Figure 1. The metal 3 layer.
Bar = 20 um. Cells faint in the background.
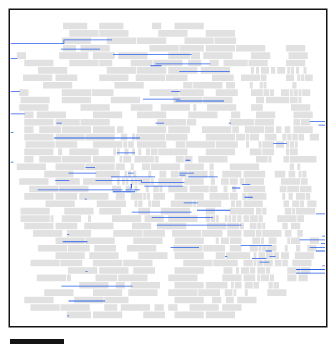
Figure 2. Met1 routing.
Bar = 20 um.
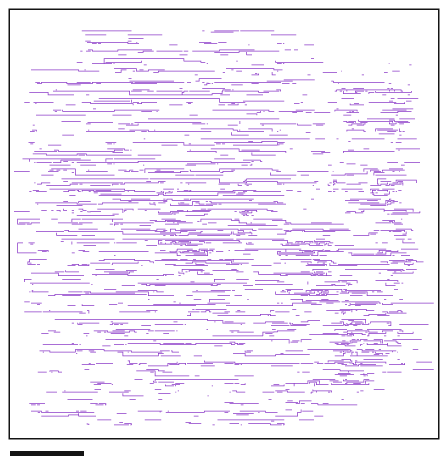
Figure 3. The metal 2 layer.
Bar = 20 um. Cells faint in the background.
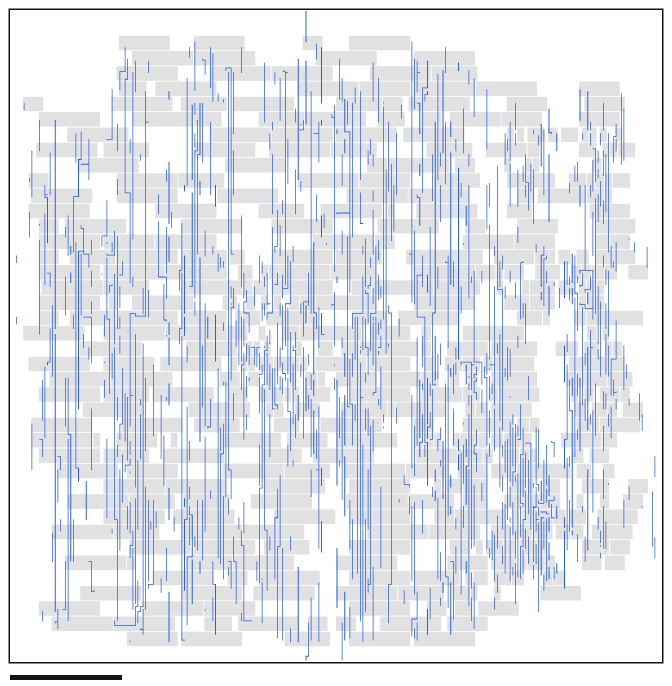
**src/rtl/serial_tx_uart_if.sv**
```systemverilog
// rtl/serial_tx_uart_if.sv - processor-side byte write handshake for serial_tx_uart
interface serial_tx_uart_if;
    logic [7:0] wr_data_in;
    logic       wr_en_in;
    logic       ready_out;

    modport master (output wr_data_in, output wr_en_in, input ready_out);
    modport slave  (input wr_data_in, input wr_en_in, output ready_out);
endinterface

```
**src/rtl/serial_tx_uart.sv**
```systemverilog
// rtl/serial_tx_uart.sv - FIFO-buffered UART transmitter, 8N1 (8E1 with SERIAL_TX_PARITY_EN)
module serial_tx_uart #(
    parameter int CLKS_PER_BIT = 434,
    parameter int FIFO_DEPTH   = 16
) (
    input  logic                        clock,
    input  logic                        reset,
    serial_tx_uart_if.slave             wr,
    output logic                        tx_out,
    output logic                        busy_out,
    output logic [$clog2(FIFO_DEPTH):0] count_out,
    output logic                        overflow_out
);
    localparam int PW = $clog2(FIFO_DEPTH);
    localparam int CW = PW + 1;
    localparam int TW = $clog2(CLKS_PER_BIT);

    typedef enum logic [2:0] {
        IDLE,
        START,
        DATA,
`ifdef SERIAL_TX_PARITY_EN
        PARITY,
`endif
        STOP
    } state_t;

    state_t          state_q, state_d;
    logic [TW-1:0]   timer_q, timer_d;
    logic [2:0]      bit_idx_q, bit_idx_d;
    logic [7:0]      shift_q, shift_d;
    logic            tx_q, tx_d;
    logic [PW-1:0]   wr_ptr_q, wr_ptr_d;
    logic [PW-1:0]   rd_ptr_q, rd_ptr_d;
    logic [CW-1:0]   count_q, count_d;
    logic            ovf_q, ovf_d;
    logic [7:0]      mem_q [FIFO_DEPTH];

    logic            ready;
    logic            push;
    logic            pop;
    logic            bit_end;
    logic [2:0]      next_idx;

    // ready comes from the pre-edge count, so a write at full is dropped even if a pop happens this cycle
    assign ready    = (count_q < CW'(FIFO_DEPTH));
    assign push     = wr.wr_en_in && ready;
    assign pop      = (state_q == IDLE) && (count_q != '0);
    assign bit_end  = (timer_q == TW'(CLKS_PER_BIT - 1));
    assign next_idx = bit_idx_q + 3'd1;

    always_comb begin
        state_d   = state_q;
        timer_d   = timer_q + TW'(1);
        bit_idx_d = bit_idx_q;
        shift_d   = shift_q;
        tx_d      = tx_q;
        wr_ptr_d  = push ? wr_ptr_q + PW'(1) : wr_ptr_q;
        rd_ptr_d  = pop ? rd_ptr_q + PW'(1) : rd_ptr_q;
        ovf_d     = ovf_q | (wr.wr_en_in & ~ready);
        count_d   = count_q;
        case ({push, pop})
            2'b10:   count_d = count_q + CW'(1);
            2'b01:   count_d = count_q - CW'(1);
            default: count_d = count_q;
        endcase

        case (state_q)
            IDLE: begin
                timer_d = '0;
                tx_d    = 1'b1;
                if (pop) begin
                    shift_d   = mem_q[rd_ptr_q];
                    bit_idx_d = 3'd0;
                    state_d   = START;
                    tx_d      = 1'b0;
                end
            end
            START: begin
                if (bit_end) begin
                    timer_d = '0;
                    state_d = DATA;
                    tx_d    = shift_q[0];
                end
            end
            DATA: begin
                if (bit_end) begin
                    timer_d = '0;
                    if (bit_idx_q == 3'd7) begin
`ifdef SERIAL_TX_PARITY_EN
                        state_d = PARITY;
                        tx_d    = ^shift_q;
`else
                        state_d = STOP;
                        tx_d    = 1'b1;
`endif
                    end else begin
                        bit_idx_d = next_idx;
                        tx_d      = shift_q[next_idx];
                    end
                end
            end
`ifdef SERIAL_TX_PARITY_EN
            PARITY: begin
                if (bit_end) begin
                    timer_d = '0;
                    state_d = STOP;
                    tx_d    = 1'b1;
                end
            end
`endif
            STOP: begin
                if (bit_end) begin
                    timer_d = '0;
                    state_d = IDLE;
                    tx_d    = 1'b1;
                end
            end
            default: begin
                timer_d = '0;
                state_d = IDLE;
                tx_d    = 1'b1;
            end
        endcase
    end

    always_ff @(posedge clock) begin
        if (reset) begin
            state_q   <= IDLE;
            timer_q   <= '0;
            bit_idx_q <= 3'd0;
            shift_q   <= 8'h00;
            tx_q      <= 1'b1;
            wr_ptr_q  <= '0;
            rd_ptr_q  <= '0;
            count_q   <= '0;
            ovf_q     <= 1'b0;
        end else begin
            state_q   <= state_d;
            timer_q   <= timer_d;
            bit_idx_q <= bit_idx_d;
            shift_q   <= shift_d;
            tx_q      <= tx_d;
            wr_ptr_q  <= wr_ptr_d;
            rd_ptr_q  <= rd_ptr_d;
            count_q   <= count_d;
            ovf_q     <= ovf_d;
        end
    end

    // Storage needs no reset: entries are only read after being written
    always_ff @(posedge clock) begin
        if (push) begin
            mem_q[wr_ptr_q] <= wr.wr_data_in;
        end
    end

    assign wr.ready_out = ready;
    assign tx_out       = tx_q;
    assign busy_out     = (state_q != IDLE) || (count_q != '0);
    assign count_out    = count_q;
    assign overflow_out = ovf_q;
endmodule

```
**src/flat_wrapper.sv**
```systemverilog
// flat-port wrapper written by rule: the top's interface ports become plain ports
module serial_tx_uart_flat 
#(
    parameter int CLKS_PER_BIT = 434,
    parameter int FIFO_DEPTH   = 16
)
  (clock, reset, tx_out, busy_out, count_out, overflow_out, wr_wr_data_in, wr_wr_en_in, wr_ready_out);
  serial_tx_uart_if wr_i ();
  input  logic clock;
  input  logic reset;
  output logic tx_out;
  output logic busy_out;
  output logic [$clog2(FIFO_DEPTH):0] count_out;
  output logic overflow_out;
  input wire logic [$bits(wr_i.wr_data_in)-1:0] wr_wr_data_in;
  input wire logic [$bits(wr_i.wr_en_in)-1:0] wr_wr_en_in;
  output wire logic [$bits(wr_i.ready_out)-1:0] wr_ready_out;
  assign wr_i.wr_data_in = wr_wr_data_in;
  assign wr_i.wr_en_in = wr_wr_en_in;
  assign wr_ready_out = wr_i.ready_out;
  serial_tx_uart #(.CLKS_PER_BIT(CLKS_PER_BIT), .FIFO_DEPTH(FIFO_DEPTH)) u_core (.clock(clock), .reset(reset), .wr(wr_i), .tx_out(tx_out), .busy_out(busy_out), .count_out(count_out), .overflow_out(overflow_out));
endmodule
```
**config.mk**
```make
export PLATFORM = sky130hd
export DESIGN_NAME = serial_tx_uart_flat
export DESIGN_NICKNAME = d
export VERILOG_FILES = /design/src/rtl/serial_tx_uart_if.sv /design/src/rtl/serial_tx_uart.sv /design/src/flat_wrapper.sv
export SDC_FILE = /design/constraint.sdc
export NUM_CORES = 1
export LEC_CHECK = 0
export CAP_MARGIN = 20
export CORE_MARGIN = 2
export CORE_UTILIZATION = 55
export CTS_CLUSTER_DIAMETER = 80
export DETAILED_ROUTE_END_ITERATION = 12
export MAX_ROUTING_LAYER = met4
export PLACE_DENSITY = 0.71
export SYNTH_ARGS = -nofsm -noshare
export SYNTH_HDL_FRONTEND = slang
export SYNTH_SLANG_ARGS = --single-unit
```
**constraint.sdc**
```tcl
create_clock -name clock -period 3.8 [get_ports clock]
set_clock_uncertainty 0.1 [all_clocks]
set_input_delay 0.38 -clock clock [delete_from_list [all_inputs] [get_ports clock]]
set_output_delay 0.38 -clock clock [all_outputs]
set_load 0.005 [all_outputs]
```
==> metrics.yaml <==
global_routing:
  use_met3_pct: 4.08
  grt_util_all_layers_pct: 21.5
  overflow: 0
  grt_pass1_vias: 3645
drt:
  post_drt_wl_per_cell_um: 19.8
  wl_met3_um: 593
  drc: 0
  wl_met1_mm: 5.55
  firstDrtPassIters: 5
worst_hold_path:
  min_to: "u_core.overflow_out"
  hold_depth: 2
layout:
  stdcell_count: 639
  diodes: 0
  n_fill_cell: 901
  buffer_area_share_pct: 3.52
  drive_gt1_share_pct: 16.8
  sh_comb_area_pct: 27.3
  clkbuf_count: 23
  top_register: "u_core.mem_q"
  fin_util_pct: 65.2
  largest_reg_flops: 128
  seq_cells: 165
  finalInstanceArea_mm2: 0.00790
  seqCellArea_mm2: 0.00459
  dominant_cells: "flip-flops and latches"
power_and_ir_drop:
  comb_power_mw: 1.05
  power_per_cell_area_mw_per_mm2: 631
  comb_power_share_pct: 21.0
  power_leader: "registers"
  power_frac_clock_pct: 34.9
  swShare_pct: 26.3
  totalPowerFinal_mw: 4.98
  switchingPower_mw: 1.31
synthesis:
  ys_types: 47
  fp_nets: 465
  ys.flop_type: "edfxtp_1"
  ys_seq_share_pct: 66.4
  yosysWarnings: 0
  syn_area_mm2: 0.00690
  synthTopLogicFamily: "multiplexers"
  synthTopCellsByCount: "128 x edfxtp_1, 37 x dfxtp_1, 35 x nor2_1, 34 x mux4_2"
  xor_area_share_pct: 1.90
worst_setup_path:
  crit_chain: "or4_1 > o21ai_2 > inv_2 > ha_1 > xor2_1 > ha_1 > a211o_1 > a21oi_1 > a211o_1 > nand3_1"
  required_ps: 4010
  startpoint_type: "register"
  r2r-start: "u_core.count_out[4]"
floorplan:
  die-area_mm2: 0.0135
  n_tap_cell: 168
  core_area_mm2: 0.0121
run_status:
  outcome: "finished, final reports clean"
cts:
  cts_buffer_depth: 2
  root_buffer: "clkbuf_16"
  clkSinkCount: 165
  clk_pin_slew_ps: 60
final_timing:
  layout_min_cycle_time_ps: 3220
  fin_setup_tns_ps: 0
  fmax_mhz: 311
  holdWs_ps: 375
placement:
  dp_hpwl_mm: 8.00
  gp_congestion: 0.808
flow_run:
  maxCapViolCount: 0
Notes on Figure 1 above:
share of all routed wire: 4.7%
longest straight run: 31.3 um
main direction: horizontal
nets with wire on the layer: 51

Notes on Figure 2 above:
share of all routed wire: 44%
nets with wire on the layer: 452
met1 Resource Use GR: 28.2%
Via Count: 3711

Notes on Figure 3 above:
nets with wire on the layer: 412
wire length on this layer: 6270 um
share of all routed wire: 50%
main direction: vertical

